## src/rtl/peak_lag_streamer.sv

```systemverilog
// Buffers packed cross-correlation peak indices and streams each word out as
// NUM_XCORRS signed lag beats (index - MAX_LAGS), with SOP/EOP framing and drop accounting.
module peak_lag_streamer #(
  parameter int MAX_LAGS       = 11,
  parameter int BITS_PER_XCORR = 6,
  parameter int NUM_XCORRS     = 6,
  parameter int FIFO_DEPTH     = 4
) (
  input  logic                                 clk,
  input  logic                                 rst,
  input  logic [NUM_XCORRS*BITS_PER_XCORR-1:0] dataIn,
  input  logic                                 dataInValid,
  input  logic                                 clearStatus,
  output logic [7:0]                           dataOut,
  output logic                                 dataOutValid,
  input  logic                                 dataOutReady,
  output logic                                 dataOutSop,
  output logic                                 dataOutEop,
  output logic                                 overflow,
  output logic [15:0]                          dropCount
);

  localparam int W     = NUM_XCORRS * BITS_PER_XCORR;
  localparam int PTR_W = $clog2(FIFO_DEPTH);
  localparam int KW    = (NUM_XCORRS > 1) ? $clog2(NUM_XCORRS) : 1;

  typedef enum logic {IDLE, SEND} state_t;

  logic [W-1:0]     mem [FIFO_DEPTH];
  logic [PTR_W-1:0] wr_ptr_q, wr_ptr_d, rd_ptr_q, rd_ptr_d;
  logic [PTR_W:0]   count_q, count_d;
  state_t           state_q, state_d;
  logic [KW-1:0]    k_q, k_d;
  logic [W-1:0]     hold_q, hold_d;
  logic             overflow_q, overflow_d;
  logic [15:0]      drop_count_q, drop_count_d;

  logic fifo_empty, fifo_full, handshake, last_beat, pop, push, drop;
  logic [BITS_PER_XCORR-1:0] idx_arr [NUM_XCORRS];
  logic [31:0] idx_ext;
  logic [7:0]  lag;

  assign fifo_empty = (count_q == '0);
  assign fifo_full  = (count_q == (PTR_W+1)'(FIFO_DEPTH));
  assign handshake  = (state_q == SEND) && dataOutReady;
  assign last_beat  = (k_q == KW'(NUM_XCORRS - 1));
  // Popping on the final handshake keeps consecutive packets bubble-free.
  assign pop  = !fifo_empty && ((state_q == IDLE) || (handshake && last_beat));
  assign push = dataInValid && (!fifo_full || pop);
  assign drop = dataInValid && !push;

  always_comb begin
    wr_ptr_d = wr_ptr_q;
    rd_ptr_d = rd_ptr_q;
    count_d  = count_q;
    if (push) wr_ptr_d = wr_ptr_q + PTR_W'(1);
    if (pop)  rd_ptr_d = rd_ptr_q + PTR_W'(1);
    case ({push, pop})
      2'b10:   count_d = count_q + (PTR_W+1)'(1);
      2'b01:   count_d = count_q - (PTR_W+1)'(1);
      default: count_d = count_q;
    endcase
  end

  always_ff @(posedge clk) begin
    if (push) mem[wr_ptr_q] <= dataIn;
  end

  always_comb begin
    state_d = state_q;
    k_d     = k_q;
    hold_d  = hold_q;
    if (pop) hold_d = mem[rd_ptr_q];
    case (state_q)
      IDLE: begin
        if (pop) begin
          state_d = SEND;
          k_d     = '0;
        end
      end
      SEND: begin
        if (handshake) begin
          if (last_beat) begin
            k_d = '0;
            if (!pop) state_d = IDLE;
          end else begin
            k_d = k_q + KW'(1);
          end
        end
      end
      default: state_d = IDLE;
    endcase
  end

  always_comb begin
    overflow_d   = clearStatus ? 1'b0 : overflow_q;
    drop_count_d = clearStatus ? 16'd0 : drop_count_q;
    // A drop in the same cycle as a clear counts against the freshly cleared state.
    if (drop) begin
      overflow_d = 1'b1;
      if (drop_count_d != 16'hFFFF) drop_count_d = drop_count_d + 16'd1;
    end
  end

  generate
    for (genvar gi = 0; gi < NUM_XCORRS; gi++) begin : g_idx
      assign idx_arr[gi] = hold_q[gi*BITS_PER_XCORR +: BITS_PER_XCORR];
    end
  endgenerate

  always_comb begin
    idx_ext = 32'(idx_arr[k_q]);
    if (idx_ext > 32'(2 * MAX_LAGS)) lag = 8'h80;
    else                             lag = 8'(idx_ext - 32'(MAX_LAGS));
  end

  assign dataOutValid = (state_q == SEND);
  assign dataOut      = (state_q == SEND) ? lag : 8'h00;
  assign dataOutSop   = (state_q == SEND) && (k_q == '0);
  assign dataOutEop   = (state_q == SEND) && last_beat;
  assign overflow     = overflow_q;
  assign dropCount    = drop_count_q;

  always_ff @(posedge clk or posedge rst) begin
    if (rst) begin
      wr_ptr_q     <= '0;
      rd_ptr_q     <= '0;
      count_q      <= '0;
      state_q      <= IDLE;
      k_q          <= '0;
      hold_q       <= '0;
      overflow_q   <= 1'b0;
      drop_count_q <= 16'd0;
    end else begin
      wr_ptr_q     <= wr_ptr_d;
      rd_ptr_q     <= rd_ptr_d;
      count_q      <= count_d;
      state_q      <= state_d;
      k_q          <= k_d;
      hold_q       <= hold_d;
      overflow_q   <= overflow_d;
      drop_count_q <= drop_count_d;
    end
  end

endmodule
```

## config.mk

```make
export PLATFORM = sky130hd
export DESIGN_NAME = peak_lag_streamer
export DESIGN_NICKNAME = d
export VERILOG_FILES = /design/src/rtl/peak_lag_streamer.sv
export SDC_FILE = /design/constraint.sdc
export NUM_CORES = 1
export LEC_CHECK = 0
export CAP_MARGIN = 20
export CORE_MARGIN = 10
export CORE_UTILIZATION = 60
export CTS_BUF_LIST = sky130_fd_sc_hd__clkbuf_4
export DETAILED_ROUTE_END_ITERATION = 10
export PLACE_DENSITY = 0.85
export RECOVER_POWER = 50
export SLEW_MARGIN = 40
export SYNTH_ARGS = -nofsm -noshare
export SYNTH_HDL_FRONTEND = slang
export SYNTH_SLANG_ARGS = --single-unit
```

## constraint.sdc

```tcl
create_clock -name clk -period 8 [get_ports clk]
set_input_delay 1.6 -clock clk [delete_from_list [all_inputs] [get_ports clk]]
set_output_delay 1.6 -clock clk [all_outputs]
set_load 0.005 [all_outputs]
```

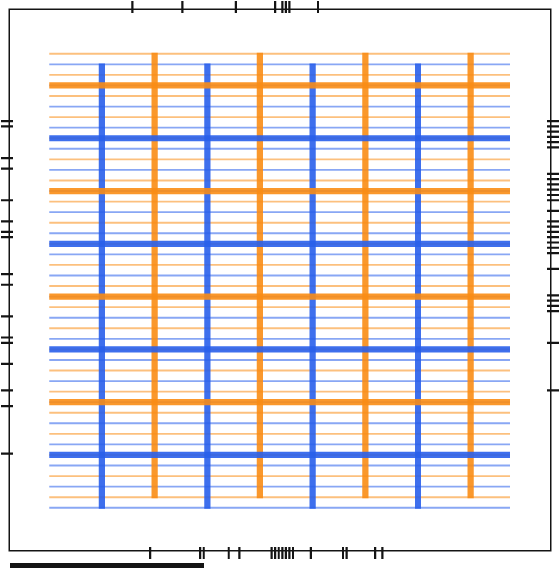
(images/power_grid.png)
The bar under the picture is 50 µm long. Pins as bars on the die edge.
Orange stands for VDD. Blue stands for VSS.
69 signal pins sit on the boundary. 8 straps on met5. 44 met1 rails follow the rows. 8 straps on met4.
Die Span Y: 139 µm
DIE WIDTH: 139 µm

==> reports/results.ini <==
[yosys]
avgSynthCellArea_um2 = 17.8
synth_seq_share = 0.696
netlist_area_mm2 = 0.00851
ys_sh_simple = 0.0554
synthTopLogicFamily = multiplexers
synthCells = 477
ys_warn_count = 0
ys_ff = 208
synth-edff-count = 144
syn_nets = 526
ys_sh_aoi = 0.0316
yosys_cells = 477
ys.flop_type = edfxtp_1
synth_async_sr_flop_share = 0.308

[placed_design]
place.gp.congestion = 0.774
placed_cells = 713
port_buffers = 68
dpl.hpwl_um = 10200
placed_area_mm2 = 0.00938

[clock_network]
cts_tree = yes
post_cts_resized = 0
cts_root_buffer = clkbuf_4
clock_sink_count = 208
clk_latency_ns = 0.63
cts-hold-fix-buffers = 0
htree_num_levels = 2
cts_max_path_buffers = 3
cts_setup_buffers = 0

[sta]
fmax_mhz = 187
setup_viol = 0
hold_violations = 0
worst_slew_pin_slew_ns = 3.42
fin_skew_ns = 0.0217
min_period_ns = 5.35
slew_viol_final = 105

[worst_hold_path]
hp-class = reg -> reg

[run]
cap_violations = 2

[setup_path]
slowest_stage = dfrtp_2
crit_type = reg -> out
start_kind = flop
critPathMaxFanout = 20
worstPathArrival_ns = 3.75
crit_chain = mux4_2 -> a2bb2oi_1 -> inv_1 -> ha_1 -> or3_1 -> nand4_1 -> o311a_1 -> clkdlybuf4s50_1
worstPathRequired_ns = 6.40
r2r-start = k_q[0]

[global_route]
grt_max_degree = 65
grt_antenna_before_repair = 0
overflow = 0

[layout]
clock_buffers = 70
design.seq.count = 208
final_area_mm2 = 0.00997
drive_gt1_frac = 0.273
largest_cell_class = sequential cells
logic_gates = 237
nNetsFinal = 633
fillers = 855
fin_cells = 802
buffers = 76
diodes = 0

[outcome]
status = complete, but fails checks
violations = max-capacitance violations, max-slew violations

[routing]
vias = 4714
drcViolationCount = 0
via_per_inst = 5.88

[floorplan]
ios = 69

[power]
power_density_mw_per_mm2 = 347

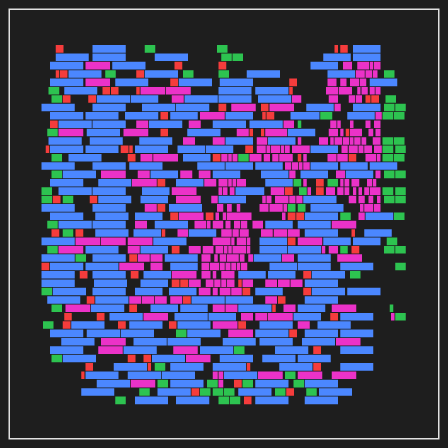
(images/placement_by_type.png)
Magenta stands for combinational and other logic, cells 249, share of their area 25%. Red stands for clock drivers and dummy loads, cells 89, share of their area 6.1%. Blue stands for flops, cells 208, share of their area 61%. Green stands for other buffers and delay cells, cells 76, share of their area 7.6%.
core area: 0.0139 mm²
Finished Core Util: 0.718

[Yosys cell counts (all sizes together), types with 5 or more instances]
cell	count	area, µm²
mux2	42	473
nor3	5	25.0
edfxtp	144	4320
nor2b	6	40.0
ha	7	87.6
nand2	19	71.3
mux4	40	901
dfrtp	64	1600
nand3	7	35.0
inv	12	45.0
nor2	11	41.3
o21ai	8	40.0
nand4	6	37.5
a21oi	13	68.8
mux2i	9	90.1
and2	5	31.3
buf	14	85.1
xnor2	12	105
clkbuf	6	22.5
nand2b	6	37.5
[metal layers]
| layer | vias to the layer above | global-route usage | share of wire | wire length (µm) |
|---|---|---|---|---|
| met5 | - | 0 | 0 | 0 |
| met4 | 0 | 0.0604 | 0.021 | 340 |
| met3 | 30 | 0.0497 | 0.068 | 1110 |
| met2 | 176 | 0.278 | 0.50 | 8160 |
| met1 | 2391 | 0.213 | 0.41 | 6570 |
| li1 | 2117 | - | - | - |
[how the worst max path moves through the flow]
| stage | start | to | slack, ns | cells after the start |
|---|---|---|---|---|
| after floorplan | k_q[0] | dataOut[7] | 4.22 | 8 |
| after detailed placement | k_q[0] | dataOut[7] | 2.99 | 8 |
| after CTS | k_q[0] | dataOut[7] | 2.29 | 8 |
| after global routing | rst | rd_ptr_q[0] | 2.33 | 3 |
| after global placement | k_q[0] | dataOut[7] | 3.10 | 8 |
| final | k_q[0] | dataOut[7] | 2.65 | 8 |
[per-stage QoR]
stage	setup slack (ns)	hold slack, ns
finish	2.65	0.507
global route	2.33	0.532
CTS	2.29	0.500
detailed placement	2.99	0.492
global placement	3.10	0.467
floorplan	4.22	0.474
[cell families after synthesis]
kind of cell	count (synthesis)
buffers and inverters	32
multiplexers	91
AND/OR/NAND/NOR	84
flip-flops	208
adder cells (fa/ha/maj)	8
AND-OR/OR-AND	40
XOR/XNOR	14
[where the power goes]
| part | switching [mW] | total, mW | internal, mW |
|---|---|---|---|
| clock | 0.392 | 0.797 | 0.405 |
| combinational | 0.543 | 1.11 | 0.566 |
| sequential | 0.125 | 1.56 | 1.43 |
| total | 1.06 | 3.46 | 2.40 |
[placed cells by master (no fill, tap or decap), types with 3 or more instances in the layout]
master           count
ha_1                 7
mux4_2              40
clkdlybuf4s50_1     30
inv_1               11
buf_4                5
nand2b_1             6
dlygate4sd3_1       38
nand2_1             19
and3_1               3
a21oi_1             11
nand3_1              7
nor3_1               5
nor2b_1              5
clkinv_1            17
o21ai_0              8
dfrtp_1             62
and2_1               5
nand4_1              6
clkbuf_4            70
nor2_1              11
mux2_2              42
xnor2_1             12
mux2i_1              9
a21o_1               3
a22o_1               3
or3_1                4
edfxtp_1           144
[flip-flops by register name, indices dropped and copies added (netlist names)]
signal / count
rd_ptr_q: 2
count_q: 3
k_q: 3
dataOutValid: 1
overflow: 1
wr_ptr_q: 2
dropCount: 16
mem: 144
hold_q: 36
[critical path: cells and delay by family, from the launching register on]
family / cells / cell delay, ns
muxes: 1 / 0.56
AOI/OAI and AO/OA: 2 / 0.49
DFF: 1 / 0.67
buffers and inverters: 2 / 0.61
and+or+nand+nor: 2 / 0.59
adders and majority gates: 1 / 0.20
Power figures rest on the tool's default switching activity, not on a simulated workload.
